### src/rtl/alu_seq_pkg.sv
// Shared types and helpers for the ALU op sequencer: op codes, FSM states,
// op legality and one-hot control decode.
package alu_seq_pkg;

  typedef enum logic [3:0] {
    ALU_ADD = 4'd0,
    ALU_SUB = 4'd1,
    ALU_MUL = 4'd2,
    ALU_DIV = 4'd3,
    ALU_SHR = 4'd4,
    ALU_SHL = 4'd5,
    ALU_ROR = 4'd6,
    ALU_ROL = 4'd7,
    ALU_AND = 4'd8,
    ALU_OR  = 4'd9,
    ALU_NEG = 4'd10,
    ALU_NOT = 4'd11
  } alu_op_e;

  localparam int NUM_ALU_OPS = 12;

  typedef enum logic [1:0] {
    IDLE = 2'd0,
    WAIT = 2'd1,
    RESP = 2'd2
  } seq_state_e;

  function automatic logic op_legal(input logic [3:0] op);
    return op < 4'(NUM_ALU_OPS);
  endfunction

  // Illegal codes decode to all-zero so the ALU is never driven for them.
  function automatic logic [NUM_ALU_OPS-1:0] op_onehot(input logic [3:0] op);
    logic [NUM_ALU_OPS-1:0] oh;
    oh = '0;
    if (op_legal(op)) oh[op] = 1'b1;
    return oh;
  endfunction

endpackage

### src/rtl/alu_wait_counter.sv
// Settle-time counter: loads on issue, counts down to zero without wrapping,
// and flags done while it sits at zero.
module alu_wait_counter #(
  parameter int W = 4
) (
  input  logic         clock,
  input  logic         clear_n,
  input  logic         load_i,
  input  logic [W-1:0] load_val_i,
  input  logic         dec_i,
  output logic         done_o
);

  logic [W-1:0] cnt_q, cnt_d;

  always_comb begin
    cnt_d = cnt_q;
    if (load_i) begin
      cnt_d = load_val_i;
    end else if (dec_i && (cnt_q != '0)) begin
      cnt_d = cnt_q - W'(1);
    end
  end

  always_ff @(posedge clock or negedge clear_n) begin
    if (!clear_n) cnt_q <= '0;
    else          cnt_q <= cnt_d;
  end

  assign done_o = (cnt_q == '0);

endmodule

### src/rtl/alu_op_sequencer.sv
// Sequences the shared ALU for one requester at a time: issue, wait the
// per-op settle time, capture zlow/zhigh, and hand the result back.
module alu_op_sequencer
  import alu_seq_pkg::*;
#(
  parameter int BASIC_WAIT = 1,
  parameter int MUL_WAIT   = 4,
  parameter int DIV_WAIT   = 8
) (
  input  logic        clock,
  input  logic        clear_n,
  input  logic        req_valid,
  output logic        req_ready,
  input  logic [3:0]  req_op,
  input  logic [31:0] req_a,
  input  logic [31:0] req_b,
  output logic [11:0] alu_ctrl,
  output logic [31:0] alu_a,
  output logic [31:0] alu_b,
  input  logic [31:0] alu_zlow,
  input  logic [31:0] alu_zhigh,
  output logic        rsp_valid,
  input  logic        rsp_ready,
  output logic [31:0] rsp_zlow,
  output logic [31:0] rsp_zhigh,
  output logic        rsp_err,
  output logic        busy,
  output logic [1:0]  dbg_state
);

  // Handshakes: a transfer happens on a rising edge where valid and ready are
  // both high; ready never depends on valid, and a valid source holds its
  // payload stable until the transfer.

  localparam int MAX_WAIT_MB = (MUL_WAIT > BASIC_WAIT) ? MUL_WAIT : BASIC_WAIT;
  localparam int MAX_WAIT    = (DIV_WAIT > MAX_WAIT_MB) ? DIV_WAIT : MAX_WAIT_MB;
  localparam int CW          = $clog2(MAX_WAIT) + 1;

  function automatic logic [CW-1:0] wait_load(input logic [3:0] op);
    int w;
    case (op)
      ALU_MUL: w = MUL_WAIT;
      ALU_DIV: w = DIV_WAIT;
      default: w = BASIC_WAIT;
    endcase
    return CW'(w - 1);
  endfunction

  seq_state_e  state_q, state_d;
  logic [11:0] ctrl_q, ctrl_d;
  logic [31:0] a_q, a_d, b_q, b_d;
  logic [31:0] zlow_q, zlow_d, zhigh_q, zhigh_d;
  logic        err_q, err_d;
  logic        cnt_load, cnt_done;

  alu_wait_counter #(.W(CW)) u_wait_counter (
    .clock      (clock),
    .clear_n    (clear_n),
    .load_i     (cnt_load),
    .load_val_i (wait_load(req_op)),
    .dec_i      (state_q == WAIT),
    .done_o     (cnt_done)
  );

  always_comb begin
    state_d  = state_q;
    ctrl_d   = ctrl_q;
    a_d      = a_q;
    b_d      = b_q;
    zlow_d   = zlow_q;
    zhigh_d  = zhigh_q;
    err_d    = err_q;
    cnt_load = 1'b0;
    unique case (state_q)
      IDLE: begin
        if (req_valid) begin
          if (op_legal(req_op)) begin
            ctrl_d   = op_onehot(req_op);
            a_d      = req_a;
            b_d      = req_b;
            cnt_load = 1'b1;
            state_d  = WAIT;
          end else begin
            // Illegal op skips the ALU entirely and answers with an error.
            err_d   = 1'b1;
            zlow_d  = '0;
            zhigh_d = '0;
            state_d = RESP;
          end
        end
      end
      WAIT: begin
        if (cnt_done) begin
          zlow_d  = alu_zlow;
          zhigh_d = alu_zhigh;
          err_d   = 1'b0;
          state_d = RESP;
        end
      end
      RESP: begin
        if (rsp_ready) begin
          ctrl_d  = '0;
          state_d = IDLE;
        end
      end
      default: state_d = IDLE;
    endcase
  end

  always_ff @(posedge clock or negedge clear_n) begin
    if (!clear_n) begin
      state_q <= IDLE;
      ctrl_q  <= '0;
      a_q     <= '0;
      b_q     <= '0;
      zlow_q  <= '0;
      zhigh_q <= '0;
      err_q   <= 1'b0;
    end else begin
      state_q <= state_d;
      ctrl_q  <= ctrl_d;
      a_q     <= a_d;
      b_q     <= b_d;
      zlow_q  <= zlow_d;
      zhigh_q <= zhigh_d;
      err_q   <= err_d;
    end
  end

  assign req_ready = (state_q == IDLE);
  assign busy      = (state_q != IDLE);
  assign rsp_valid = (state_q == RESP);
  assign alu_ctrl  = ctrl_q;
  assign alu_a     = a_q;
  assign alu_b     = b_q;
  assign rsp_zlow  = zlow_q;
  assign rsp_zhigh = zhigh_q;
  assign rsp_err   = err_q;
  assign dbg_state = state_q;

endmodule

### config.mk
export PLATFORM = sky130hd
export DESIGN_NAME = alu_op_sequencer
export DESIGN_NICKNAME = d
export VERILOG_FILES = /design/src/rtl/alu_seq_pkg.sv /design/src/rtl/alu_wait_counter.sv /design/src/rtl/alu_op_sequencer.sv
export SDC_FILE = /design/constraint.sdc
export NUM_CORES = 1
export LEC_CHECK = 0
export CORE_MARGIN = 2
export CORE_UTILIZATION = 43
export CTS_BUF_LIST = sky130_fd_sc_hd__clkbuf_8 sky130_fd_sc_hd__clkbuf_16
export CTS_CLUSTER_DIAMETER = 30
export CTS_CLUSTER_SIZE = 8
export DETAILED_ROUTE_END_ITERATION = 10
export PLACE_DENSITY = 0.95
export SETUP_SLACK_MARGIN = 0.1
export SLEW_MARGIN = 20
export SYNTH_ARGS = -nofsm -noshare
export SYNTH_HDL_FRONTEND = slang
export SYNTH_HIERARCHICAL = 1
export SYNTH_SLANG_ARGS = --single-unit
### constraint.sdc
create_clock -name clock -period 3.2 [get_ports clock]
set_input_delay 0.32 -clock clock [delete_from_list [all_inputs] [get_ports clock]]
set_output_delay 0.32 -clock clock [all_outputs]
set_load 0.1 [all_outputs]
Figure 1. The clock network (run 1).
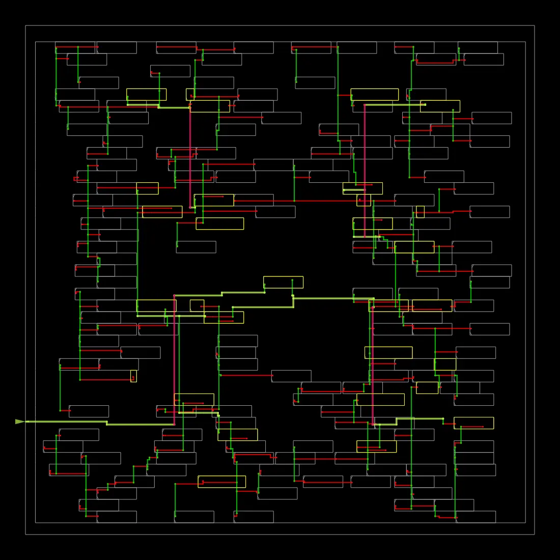
sequential cell count: 147
number of buffers created by CTS: 17
worst-skew pair later-pin latency: 0.41 ns
setup clock skew after layout: 0.009512 ns

Figure 2. Nets reached from selected ports (run 1).
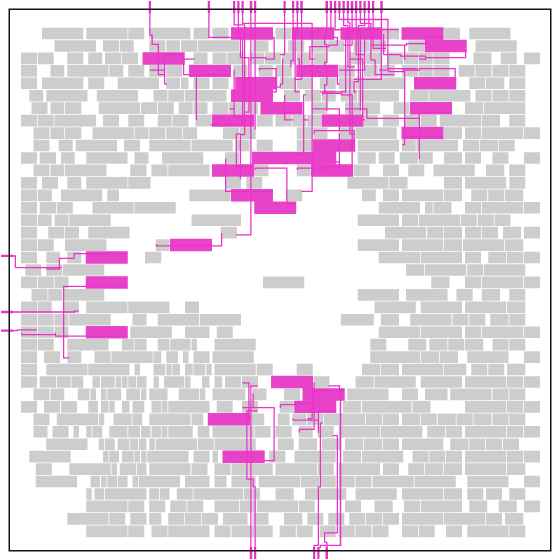
rsp_zlow: shown in magenta, bits 32, direction output, end cells 32, buffers 32, wire 1360 µm.

Figure 3. Clock network drawn from the DEF (run 1).
Bar = 20 µm.
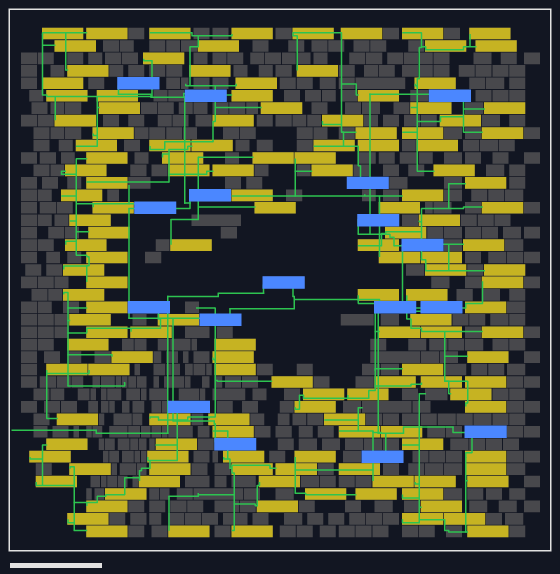
clock wires: shown in green, length 1730 µm. cells driving clock nets: shown in blue, count 17. flip-flops: shown in yellow, count 147.
Position of the flops: spread over the die. There are 18 routed clock nets.

Figure 4. Gate families picked out (run 1).
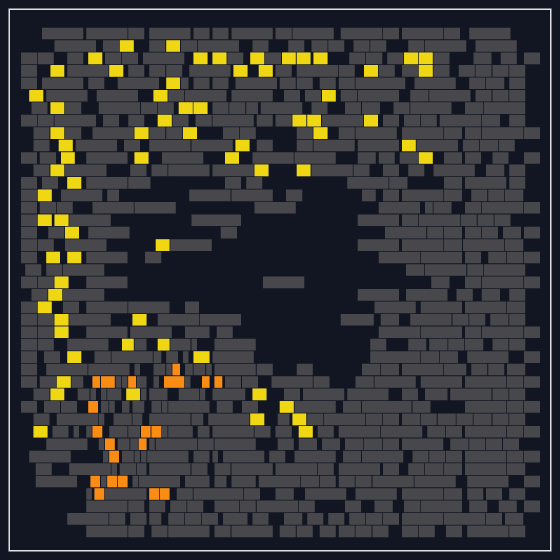
AND-OR and OR-AND gates: shown in yellow, cells 69, most used a22o_1. inverting AOI/OAI gates: shown in orange, cells 20, most used o22ai_1, where lower left.
multi-input gate share of total cell area: 0.1911
Commonest Layout Cell: clkdlybuf4s50_1

-- run 1: kinds of logic after synthesis --
family                   share of synthesized area
buffers and inverters                      0.03022
flip-flops                                  0.6580
multiplexers                                0.1343
other                                    0.0006708
AND/OR/NAND/NOR                            0.04432
adder cells (fa/ha/maj)                   0.002238
AND-OR/OR-AND                               0.1303
-- run 1: cell type report --
class	count	area [µm²]	share of cell area
Sequential cell	147	3679	0.3998
Timing Repair Buffer	287	2874	0.3124
Multi-Input combinational cell	200	1758	0.1911
Clock buffer	20	466.7	0.05073
Tap cell	172	215.2	0.02339
Clock inverter	10	181.4	0.01972
Inverter	7	26.28	0.002856
-- run 1: cell usage after synthesis --
master and n:
o22ai_1 12, nor2b_1 1, conb_1 1, or3_1 1, o211ai_2 1, nand2_1 19
nand2b_1 1, a41oi_1 1, a21o_1 2, mux2_2 60, nand3b_1 3, nand4b_1 1
a221o_1 1, or4_1 1, nor4b_2 1, mux2_4 5, o21a_1 1, nor3b_1 3
o31a_1 1, buf_6 3, and3_1 1, a22o_1 64, a21oi_1 1, dfrtp_1 147
and4b_1 1, clkbuf_1 7, nand3_1 2, nor3b_2 1, ha_1 1, and2_1 2
nor2_1 2, or2b_1 1, buf_4 1, buf_2 15, nor3_1 3, o21ai_0 5
inv_1 7
-- run 1: per-stage QoR --
stage | hold WS, ns | setup WS (ns)
finish | 0.4792 | 0.9003
global route | 0.4977 | 0.8708
CTS | 0.4927 | 0.8839
detailed placement | 0.3673 | 0.9457
global placement | 0.3509 | 1.028
floorplan | 0.02441 | 0.1676
-- run 1: metal layers --
metal | vias up | GRT usage | wire, µm
met3 | 31 | 0.07122 | 995
li1 | 1944 | - | -
met5 | - | 0 | 0
met2 | 202 | 0.4135 | 8536
met1 | 2127 | 0.2770 | 6449
met4 | 0 | 0.1017 | 389
==> results_slide.txt, run 1 <==
Key Metrics from the Run

Setup path
  • Cell chain of the critical path: clkdlybuf4s50_1
  • Kind of start point of the critical path: flip-flop
  • Critical Path Stages: 1
  • Number of cells traversed by the worst register-to-register path: 7
  • Category of cells accounting for the largest share of critical-path delay: buffers and inverters
  • CP required: 2.88 ns
  • Critical path fanouts, max: 2
  • CP Launch Point: alu_a[27]
  • Crit-path max cell delay: 1.17 ns
  • Critical path capture point type: output port
  • Critical path destination: alu_a[27]

Clock network
  • Post-cts repair resize count: 0
  • Post-CTS Hold Buffers: 1
  • Setup Fix Bufs, Post-CTS: 0
  • Clk Tree Root Cell: clkbuf_16
  • Clock sink count: 147

Synthesis
  • Number of standard cells reported by yosys: 380
  • Largest cells by area after synthesis: dfrtp_1, mux2_2, a22o_1
  • Cell type contributing the most total cell area after synthesis: dfrtp_1
  • Syn avg cell area: 14.71 µm²
  • Synth top area share: 0.6580
  • Net count after synthesis: 517
  • Post-synthesis instance total: 380
  • Synth cell types: 37

Layout
  • Final #Nets: 797
  • Final-layout fill cell count: 807
  • Area overhead of the layout relative to synthesis: 64.57%
  • Non-filler cells, final: 843

Timing
  • Post-route minimum period: 2.300 ns
  • Highest Clock Rate: 0.4348 GHz
  • Relative slew slack: 0.3101
  • Setup repair after global routing missed its margin: no
  • Accumulated negative setup slack: 0 ns
  • Final setup vio count: 0

Routing
  • Drt drc: 0
  • Detailed-route vias per instance: 5.106
  • Detailed-router iteration count before antenna repair: 4
  • DRC violation total after the first TritonRoute iteration: 332

GRT
  • Overall routing resource usage: 0.2394
  • Via count of the first global-routing pass: 4550
  • Largest net degree at the start of global routing: 77
  • First-pass GRT wire length: 25.52 mm

Die
  • Total Die Area: 13930 µm²
  • Io pins: 282
  • Horiz. Die Dim: 118.0 µm
  • Core region area: 12670 µm²

Placed design
  • # port buffers: 281
  • Final estimated routing congestion in global placement: 0.8685
  • HPWL after DPL: 11.63 mm

Run status
  • Result of the run: complete, no violations

Job
  • Maxcap violations: 0
==> inputs of run 2 (changes only) <==
--- a/config.mk
+++ b/config.mk
@@ -6,12 +6,12 @@
 export NUM_CORES = 1
 export LEC_CHECK = 0
 export CORE_MARGIN = 2
-export CORE_UTILIZATION = 43
+export CORE_UTILIZATION = 36
 export CTS_BUF_LIST = sky130_fd_sc_hd__clkbuf_8 sky130_fd_sc_hd__clkbuf_16
 export CTS_CLUSTER_DIAMETER = 30
 export CTS_CLUSTER_SIZE = 8
 export DETAILED_ROUTE_END_ITERATION = 10
-export PLACE_DENSITY = 0.95
+export PLACE_DENSITY = 0.88
 export SETUP_SLACK_MARGIN = 0.1
 export SLEW_MARGIN = 20
 export SYNTH_ARGS = -nofsm -noshare
==> constraint.sdc (replaced) <==
create_clock -name clock -period 1.9 [get_ports clock]
set_input_delay 0.19 -clock clock [delete_from_list [all_inputs] [get_ports clock]]
set_output_delay 0.19 -clock clock [all_outputs]
set_load 0.1 [all_outputs]
==> results_slide.txt, run 2 <==
Key Metrics from the Run

Clock network
  • Clk Tree Root Cell: clkbuf_16
  • CTS max path bufs: 2
  • Clock slew at reported path FFs: 0.06 ns
  • Number of buffers created by CTS: 17
  • Post-CTS Hold Buffers: 1
  • Setup Fix Bufs, Post-CTS: 0
  • Post-cts repair resize count: 2

Die
  • Horiz. Die Dim: 128.6 µm
  • Total Die Area: 16540 µm²
  • Placement row count: 45
  • Effective utilization at floorplan: 0.3677
  • Io pins: 282
  • Core region area: 15200 µm²

Synthesis
  • Most used standard cell by instance count after synthesis: dfrtp_1
  • Leading cell types by count after synthesis: dfrtp_1, a22o_1, mux2_2, nand2_1, buf_2
  • Net count after synthesis: 517
  • Cell type contributing the most total cell area after synthesis: dfrtp_1
  • Mux share of post-synthesis cell area: 0.1343
  • Yosys chip area: 5590 µm²
  • Flip-flop and latch count after synthesis: 147
  • Most common reg cell: dfrtp_1
  • Number of flops mapped to enable cells by yosys: 0
  • Largest cells by area after synthesis: dfrtp_1, mux2_2, a22o_1
  • Post-synthesis instance total: 380
  • Adder Area Share: 0.002238
  • Share of the synthesized netlist area taken by xor and xnor gates: 0
  • Synth top area share: 0.6580
  • Post-synthesis simple-gate area fraction: 0.04432
  • Number of standard cells reported by yosys: 380
  • Syn avg cell area: 14.71 µm²
  • And-or/or-and share of the synthesized area: 0.1303
  • Logic family by area: multiplexers
  • Proportion of register bits with asynchronous set or reset after synthesis: 1.000
  • Synth cell types: 37

Layout
  • Commonest Layout Cell: buf_4
  • Core utilization of the finished layout: 0.5950
  • Fin area: 9045 µm²
  • Final-layout fill cell count: 1161
  • Final #Nets: 807
  • Non-filler cells, final: 871
  • Inserted Diodes: 0
  • Most frequent cells in the layout: buf_4, dfrtp_1, clkdlybuf4s50_1
  • Area overhead of the layout relative to synthesis: 61.79%

GRT
  • Via count of the first global-routing pass: 4580
  • First-pass GRT wire length: 23.60 mm
  • Largest net degree at the start of global routing: 66
  • Overall routing resource usage: 0.1823
  • Number of antenna violations at the first check in global routing: 0
  • Overflow left after global routing: 0

Timing
  • Final hold violation count: 0
  • Highest Clock Rate: 0.5748 GHz
  • Fin worst setup slack: 0.1604 ns
  • Setup repair after global routing missed its margin: yes
  • Final setup vio count: 0
  • Post-route minimum period: 1.740 ns
  • Tightest hold margin: 0.2807 ns
  • Total count of max-transition violations in the final report: 0
  • Accumulated negative setup slack: 0 ns

Routing
  • Wire length after detailed routing: 15.37 mm
  • Drt drc: 0
  • Detailed-router iteration count before antenna repair: 4
  • Detailed-route vias per instance: 4.966
  • Overall via count from detail_route: 4325
  • DRC violation total after the first TritonRoute iteration: 233

Placed design
  • Placed cells: 836
  • HPWL after DPL: 10.85 mm
  • Worst slack after detailed placement: 0.1084 ns
  • Final estimated routing congestion in global placement: 0.7957
  • # port buffers: 281

Setup path
  • Critical path fanouts, max: 33
  • Crit path kind: reg -> reg
  • CP required: 2.19 ns
  • Critical path capture point type: flip-flop
  • Endpoint arrival time on the critical path: 2.03 ns
  • Kind of start point of the critical path: flip-flop

Run status
  • Result of the run: complete, no violations

Job
  • Maxcap violations: 0
## run 2: cell count changes in the layout (fill, tap and decap cells not counted), moves of 2 or more
cell	delta
buf_4	+142
clkinv_2	+2
inv_1	-2
clkdlybuf4s50_1	-141
bufinv_16	-3
dfrtp_1	-2
inv_6	+3
dfrtp_4	+2
inv_2	+2
buf_12	+6
## run 2: final timing paths
kind | startpoint | to | slack [ns] | cells after the start
min | clear_n | alu_a[1] | 0.28 | 2
max in group asynchronous | clear_n | rsp_zlow[4] | 1.00 | 3
min reg2reg | rsp_zhigh[2] | rsp_zhigh[2] | 0.50 | 1
min in group clock | alu_zhigh[2] | rsp_zhigh[2] | 0.38 | 2
max reg2reg | u_wait_counter/cnt_q[1] | rsp_zlow[3] | 0.16 | 7
max | u_wait_counter/cnt_q[1] | rsp_zlow[3] | 0.16 | 7
## run 2: layer usage
metal / track usage / up-vias / share of wire
met5: 0 / - / 0
li1: - / 1977 / -
met4: 0.05371 / 0 / 0.012
met1: 0.2203 / 2134 / 0.40
met2: 0.3154 / 194 / 0.51
met3: 0.05696 / 20 / 0.074
## run 2: cells by family (layout without fill, tap and decap cells)
family,Yosys count,in the layout
simple gates,44,44
fa+ha+maj,1,1
mux,65,65
other cells,1,1
buf+inv,33,336
flops,147,147
compound gates,89,89
## run 2: critical path: stages (launching register included)
cell     delay, ns
dfrtp_1       0.42
inv_2         0.09
ha_4          0.15
nor3b_4       0.21
nand2_1       0.10
a21o_4        0.25
buf_12        0.17
a22o_1        0.21
## run 2: area by class of cell
type	instances	area, µm²	area share
Sequential cell	147	3686	0.4075
Inverter	7	26.28	0.002905
Clock buffer	20	466.7	0.05160
Tap cell	188	235.2	0.02601
Timing Repair Buffer	297	2713	0.2999
Multi-Input combinational cell	200	1790	0.1980
Clock inverter	12	127.6	0.01411
Figure 5. Clock network drawn from the DEF (run 2).
Bar = 50 µm.
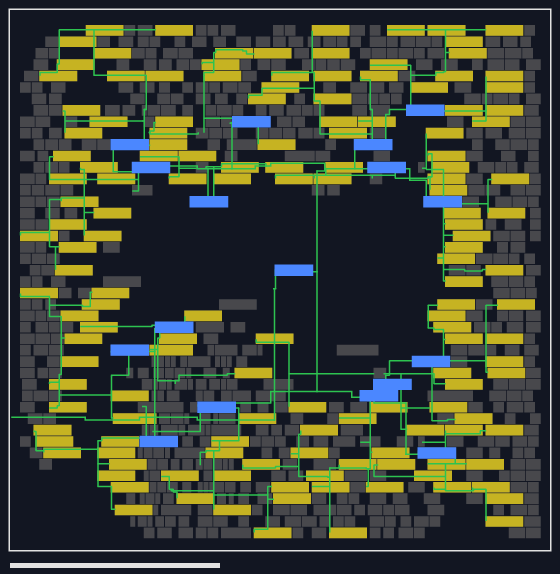
clock wires: shown in green, length 1720 µm. flip-flops: shown in yellow, count 147. cells driving clock nets: shown in blue, count 17.
Position of the flops: spread over the die.

Figure 6. The clock network (run 2).
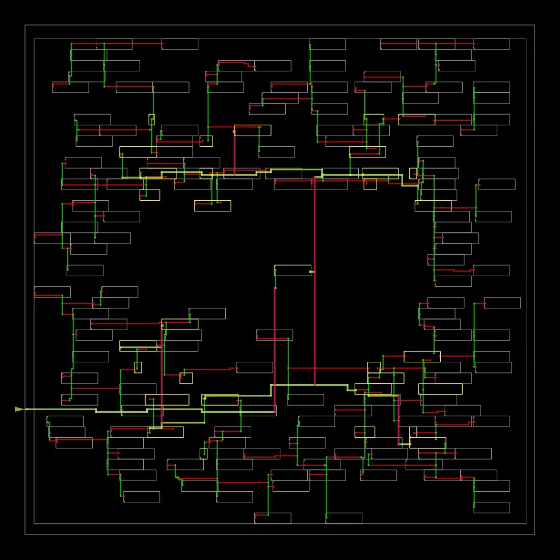
clock buffers: 20
worst-skew pair later-pin latency: 0.42 ns
clock sink count: 147
setup clock skew after layout: 0.006984 ns

